`src/rtl/mul_pkg.sv`:
```
// Shared constants and control-bundle layout for the shift-add multiplier (FSM + datapath).
// Pure declarations: no latency, no flow control.
package mul_pkg;

  localparam int MUL_WIDTH = 32;

  // Iteration counter width; kept at least 1 bit so degenerate widths still elaborate.
  function automatic int mul_cnt_w(input int width);
    return (width > 1) ? $clog2(width) : 1;
  endfunction

  // Control bundle driven by the multiply FSM, MSB first.
  typedef struct packed {
    logic initialize;
    logic clear_c;
    logic load;
    logic shift_dec;
  } mul_ctrl_t;

  localparam int MUL_CTRL_W = $bits(mul_ctrl_t);

endpackage

```
`src/rtl/mul_adder.sv`:
```
// WIDTH-bit combinational adder with carry-out for the accumulate step.
// Zero latency, no flow control; swap for a faster adder without touching the datapath.
module mul_adder
  import mul_pkg::*;
#(
  parameter int WIDTH = MUL_WIDTH
) (
  input  logic [WIDTH-1:0] i_a,
  input  logic [WIDTH-1:0] i_b,
  output logic [WIDTH-1:0] o_sum,
  output logic             o_cout
);

  assign {o_cout, o_sum} = {1'b0, i_a} + {1'b0, i_b};

endmodule

```
`src/rtl/mul_datapath.sv`:
```
// Shift-add multiplier datapath (B, A, C, Q, P) with registered 2*WIDTH product; product is
// valid 2*WIDTH+1 cycles after initialize. No backpressure: product holds until next initialize.
module mul_datapath
  import mul_pkg::*;
#(
  parameter int WIDTH = MUL_WIDTH,
  parameter int CNT_W = mul_cnt_w(WIDTH)
) (
  input  logic                 clk,
  input  logic                 rst,
  input  logic [WIDTH-1:0]     multiplicand,
  input  logic [WIDTH-1:0]     multiplier,
  input  logic                 initialize,
  input  logic                 clear_c,
  input  logic                 load,
  input  logic                 shift_dec,
  input  logic                 done,
  output logic                 q0,
  output logic                 z,
  output logic [2*WIDTH-1:0]   product,
  output logic                 product_valid
);

  mul_ctrl_t          w_ctrl;
  logic [WIDTH-1:0]   w_sum;
  logic               w_cout;

  logic [WIDTH-1:0]   r_a;
  logic [WIDTH-1:0]   r_b;
  logic [WIDTH-1:0]   r_q;
  logic               r_c;
  logic [CNT_W-1:0]   r_p;
  logic [2*WIDTH-1:0] r_product;
  logic               r_product_valid;

  assign w_ctrl = {initialize, clear_c, load, shift_dec};

  mul_adder #(
    .WIDTH (WIDTH)
  ) u_adder (
    .i_a    (r_a),
    .i_b    (r_b),
    .o_sum  (w_sum),
    .o_cout (w_cout)
  );

  // Priority initialize > load > shift_dec; load+shift_dec together behaves as load alone.
  always_ff @(posedge clk or posedge rst) begin
    if (rst) begin
      r_a <= '0;
      r_b <= '0;
      r_q <= '0;
      r_p <= '0;
    end else if (w_ctrl.initialize) begin
      r_b <= multiplicand;
      r_q <= multiplier;
      r_a <= '0;
      r_p <= CNT_W'(WIDTH - 1);
    end else if (w_ctrl.load) begin
      r_a <= w_sum;
    end else if (w_ctrl.shift_dec) begin
      r_a <= {r_c, r_a[WIDTH-1:1]};
      r_q <= {r_a[0], r_q[WIDTH-1:1]};
      r_p <= (r_p == '0) ? '0 : r_p - CNT_W'(1);
    end
  end

  // Carry from an add beats a simultaneous clear_c.
  always_ff @(posedge clk or posedge rst) begin
    if (rst) begin
      r_c <= 1'b0;
    end else if (w_ctrl.initialize) begin
      if (w_ctrl.clear_c) begin
        r_c <= 1'b0;
      end
    end else if (w_ctrl.load) begin
      r_c <= w_cout;
    end else if (w_ctrl.shift_dec || w_ctrl.clear_c) begin
      r_c <= 1'b0;
    end
  end

  always_ff @(posedge clk or posedge rst) begin
    if (rst) begin
      r_product       <= '0;
      r_product_valid <= 1'b0;
    end else begin
      if (done) begin
        r_product       <= {r_a, r_q};
        r_product_valid <= 1'b1;
      end
      if (w_ctrl.initialize) begin
        r_product_valid <= 1'b0;
      end
    end
  end

  assign q0            = r_q[0];
  assign z             = (r_p == '0);
  assign product       = r_product;
  assign product_valid = r_product_valid;

endmodule

```
`config.mk`:
```
export PLATFORM = sky130hd
export DESIGN_NAME = mul_datapath
export DESIGN_NICKNAME = d
export VERILOG_FILES = /design/src/rtl/mul_pkg.sv /design/src/rtl/mul_adder.sv /design/src/rtl/mul_datapath.sv
export SDC_FILE = /design/constraint.sdc
export NUM_CORES = 1
export LEC_CHECK = 0
export ABC_AREA = 1
export CAP_MARGIN = 40
export CORE_MARGIN = 2
export CORE_UTILIZATION = 30
export CTS_CLUSTER_SIZE = 14
export DETAILED_ROUTE_END_ITERATION = 6
export GPL_TIMING_DRIVEN = 1
export HOLD_SLACK_MARGIN = 0.08
export PLACE_DENSITY = 0.6
export SLEW_MARGIN = 20
export SYNTH_ARGS = -nofsm -noshare
export SYNTH_HDL_FRONTEND = slang
export SYNTH_HIERARCHICAL = 1
export SYNTH_SLANG_ARGS = --single-unit
```
`constraint.sdc`:
```
create_clock -name clk -period 17.1 [get_ports clk]
set_input_delay 3.42 -clock clk [delete_from_list [all_inputs] [get_ports clk]]
set_output_delay 3.42 -clock clk [all_outputs]
set_load 0.05 [all_outputs]
```
run_1/registers.png
(2 px per um)
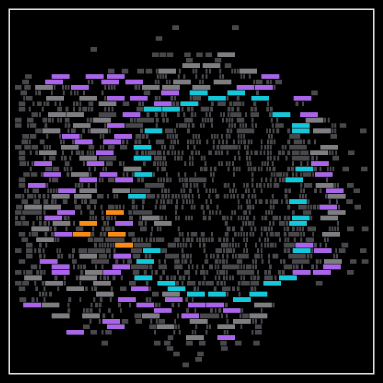
Purple marks `product`, placed flops 64, where widely spread. Orange marks `r_p`, placed flops 5. Cyan marks `r_a`, placed flops 32.
Another 66 sequential cells are not colored.

run_1/metal_stack.png
(2 px per um) Two of the layers only.
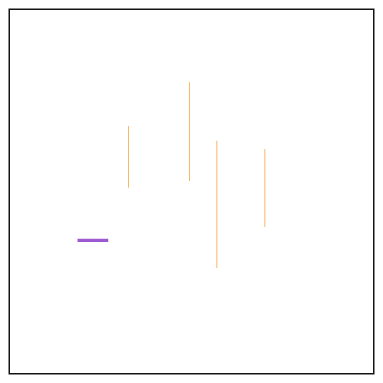
Purple marks met5, wire length 13.8 um. Orange marks met4, wire length 182 um.
All-Layer GR Usage: 15.51%
routed len/inst: 13.50 um

run_1/met1.png
(3 px per um) Supply wires on this layer in gray. Cells faint in the background.
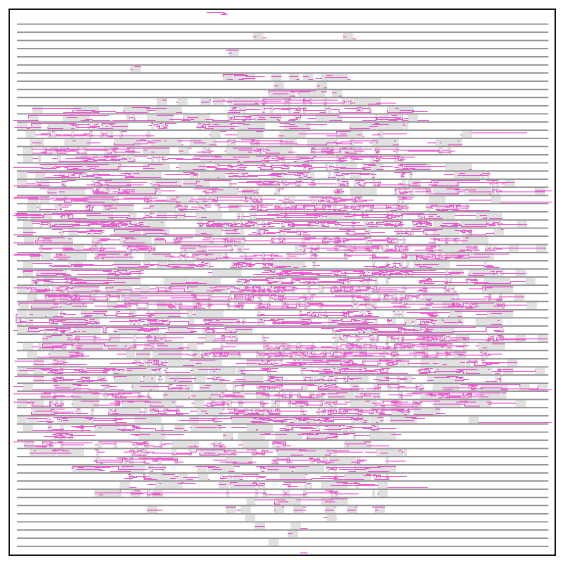
The wires run mostly horizontal. 1,406 nets have wire on it. The layer carries 12,000 um of wire. The longest straight run is 59.3 um. The layer holds 48% of the routed length.
met1 track utilization from global routing: 20.80%
Routed Wire Length: 24.79 mm

==> writeup.txt, run 1 <==
The sequential share of cell area is 35.31%, and the number of hold buffers added after CTS is 0. The power report lists cell-internal power as 0.7742 mW. The worst-case clock skew was 12.61 ps.

Busiest layer in global routing: met2. The register area was 0.004179 mm2; the well tap count was 396. The required time at the worst endpoint is listed as 17,380 ps. The signal on the critical path passes through clkdlybuf4s50_1 -> clkinv_2 -> buf_4 -> nand2_1 -> o21ai_0. The logs give 0.01113 mm2 for the instance area after placement and 1.340 mm for the routed length on met3. TritonCTS built the clock tree.

Launch point of the worst path: done. The proportion of register bits with asynchronous set or reset after synthesis came out at 100.0%. With the count of cell types in the netlist at 33, the xor/xnor share of the synthesized area is 1.482%.

The biggest area consumer among synthesized cells was dfrtp_1. Per STA, the worst path accumulates the most delay in the family buffers and inverters. The run gives 167 for the sequential cell count of the final layout. Of the combinational cells, the family taking the most area is simple AND/OR/NAND/NOR gates. The most critical hold endpoint after final layout shows a slack of 480.0 ps. The register with the most flip-flops in the layout has 64 of them. The region available for standard cell placement spans 0.03083 mm2. Per the STA report, the cell with the highest stage delay on the worst path is clkdlybuf4s50_1. The run gives 0 as the total congestion overflow after global routing. The tools report the critical hold path startpoint as product[19].

In this run the tools logged warnings totalling 26. The global routing report lists met2 layer usage as 25.06%. The clock buffer and inverter area fraction after layout works out to 5.234%. The filler cell count in the final layout is 3,192. With the portion of synthesized cell area occupied by the leading cell type at 44.21%, the non-clock buffer total of the final layout is 148. The clock buffer count from CTS came out at 17. The flow ran to the end, and the final reports show no timing, DRC or antenna violations. The final hold violation count recorded for this run is 0.

Per the CTS log, the buffer count on the longest clock path is 2. Looking at the max-slew report, the worst-margin pin has a slew of 797.2 ps. The analysis attributes to cell leakage a power of 6.083 nW. The finished layout holds 1,836 standard cells, fillers aside. Leaving out fill and tap cells, the most frequent cells in the layout are 532 x nand2_1, 167 x dfrtp_1, 166 x inv_1. Capture point of the worst path: product[40].
run_1/final_congestion.png
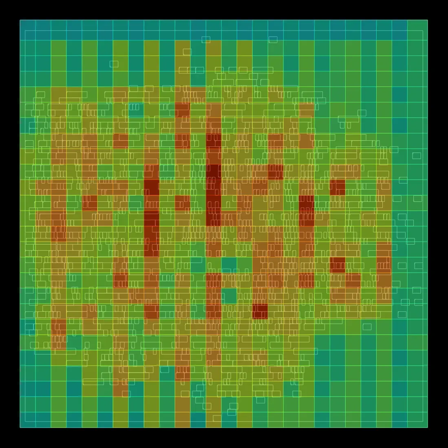

--- run 2 (diff from run 1) ---
--- a/config.mk
+++ b/config.mk
@@ -13,7 +13,7 @@
 export DETAILED_ROUTE_END_ITERATION = 6
 export GPL_TIMING_DRIVEN = 1
 export HOLD_SLACK_MARGIN = 0.08
-export PLACE_DENSITY = 0.6
+export PLACE_DENSITY = 0.62
 export SLEW_MARGIN = 20
 export SYNTH_ARGS = -nofsm -noshare
 export SYNTH_HDL_FRONTEND = slang
==> constraint.sdc (replaced) <==
create_clock -name clk -period 4.7 [get_ports clk]
set_input_delay 0.94 -clock clk [delete_from_list [all_inputs] [get_ports clk]]
set_output_delay 0.94 -clock clk [all_outputs]
set_load 0.05 [all_outputs]
run_2/final_congestion.png
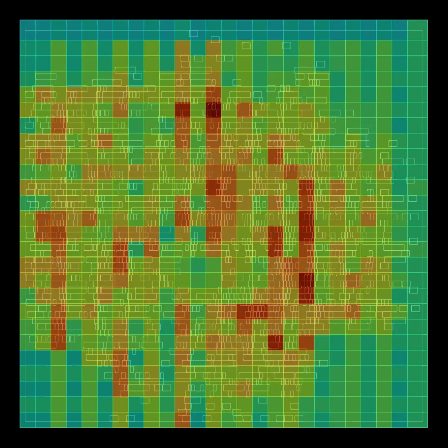
Post-Route Utilization: 37.99%
met1 track utilization from global routing: 20.52%

==> writeup.txt, run 2 <==
The flow ran to the end, and the final reports show no timing, DRC or antenna violations. TritonCTS created 17 clock buffers. For the number of failing hold endpoints at the final stage, the log shows 0.

The routed design shows a wire length per standard cell of 13.35 um. For this design the static power due to leakage is 6.027 nW. Of the total standard cell area in the layout, the sequential portion is 35.68%. With the arrival time of data at the critical path endpoint at 2150 ps, the final setup TNS is 0 ps. Among all stages on the critical path, the largest delay is contributed by clkdlybuf4s50_1. The layout has 173 inverters outside the clock class. The number of clock buffer instances in the layout was 17; the xor/xnor share of the synthesized area was 1.482%.

In the layout the commonest cells are 532 x nand2_1, 167 x dfrtp_1, 166 x inv_1. The endpoint of the worst hold path is reported as product[18]. In the synthesized netlist, the dominant kind of combinational cell is simple AND/OR/NAND/NOR gates. For this design, the CTS-stage hold fixing added 0 buffers.

The transition time at the pin with the least slew margin came out at 968.9 ps. After synthesis, the largest area contributor takes up 44.21% of total cell area. Summed over all layers, the global routing overflow is 0.

After layout, the buffer instance count without clock buffers stands at 147. The combinational share of power was 30.1%. The cell type group with the largest total delay on the critical path was buffers and inverters. TritonCTS built the clock tree. Across the routed clock network, the largest skew measured is 11.24 ps.

OpenROAD emitted warnings numbering 29. With the total routing resource utilization after global routing at 15.71%, the clock buffer and inverter area fraction after layout is 4.978%. For met2 alone, demand over resource in global routing was 25.73%.

On the final layout, the worst hold slack is 470.4 ps. The run gives 0.03295 mm2 as the die area. The logs give 33 for the count of cell types in the netlist and 3760 ps for the worst endpoint required time. The design received a total of 396 well taps at floorplan. The tools report the capture point of the worst path as z.

Per report_power, the Sequential row totals 1.72 mW. For the cell count listed in synth_stat.txt, the log shows 1,310. The layer flagged by global routing as most heavily used is met2. The tools report the launch point of the worst path as r_p[0].

Excluding fillers, the count of instances in the completed layout stands at 1,835. Instance area after placement: 0.01110 mm2. The biggest area contributor in the post-synthesis netlist is dfrtp_1.

For the detailed-route wire length, the log shows 24.50 mm. For the worst min-delay path, the startpoint reported by OpenROAD is product[18]. The filler cells instantiated in the layout total 3,213.

The register with the most flip-flops in the layout has 64 of them. The run gives 0.004179 mm2 for the register area. According to the cell report, flip-flops and latches in the layout number 167. The proportion of register bits with asynchronous set or reset after synthesis works out to 100.0%.
Power is estimated from default activity; no workload was simulated.
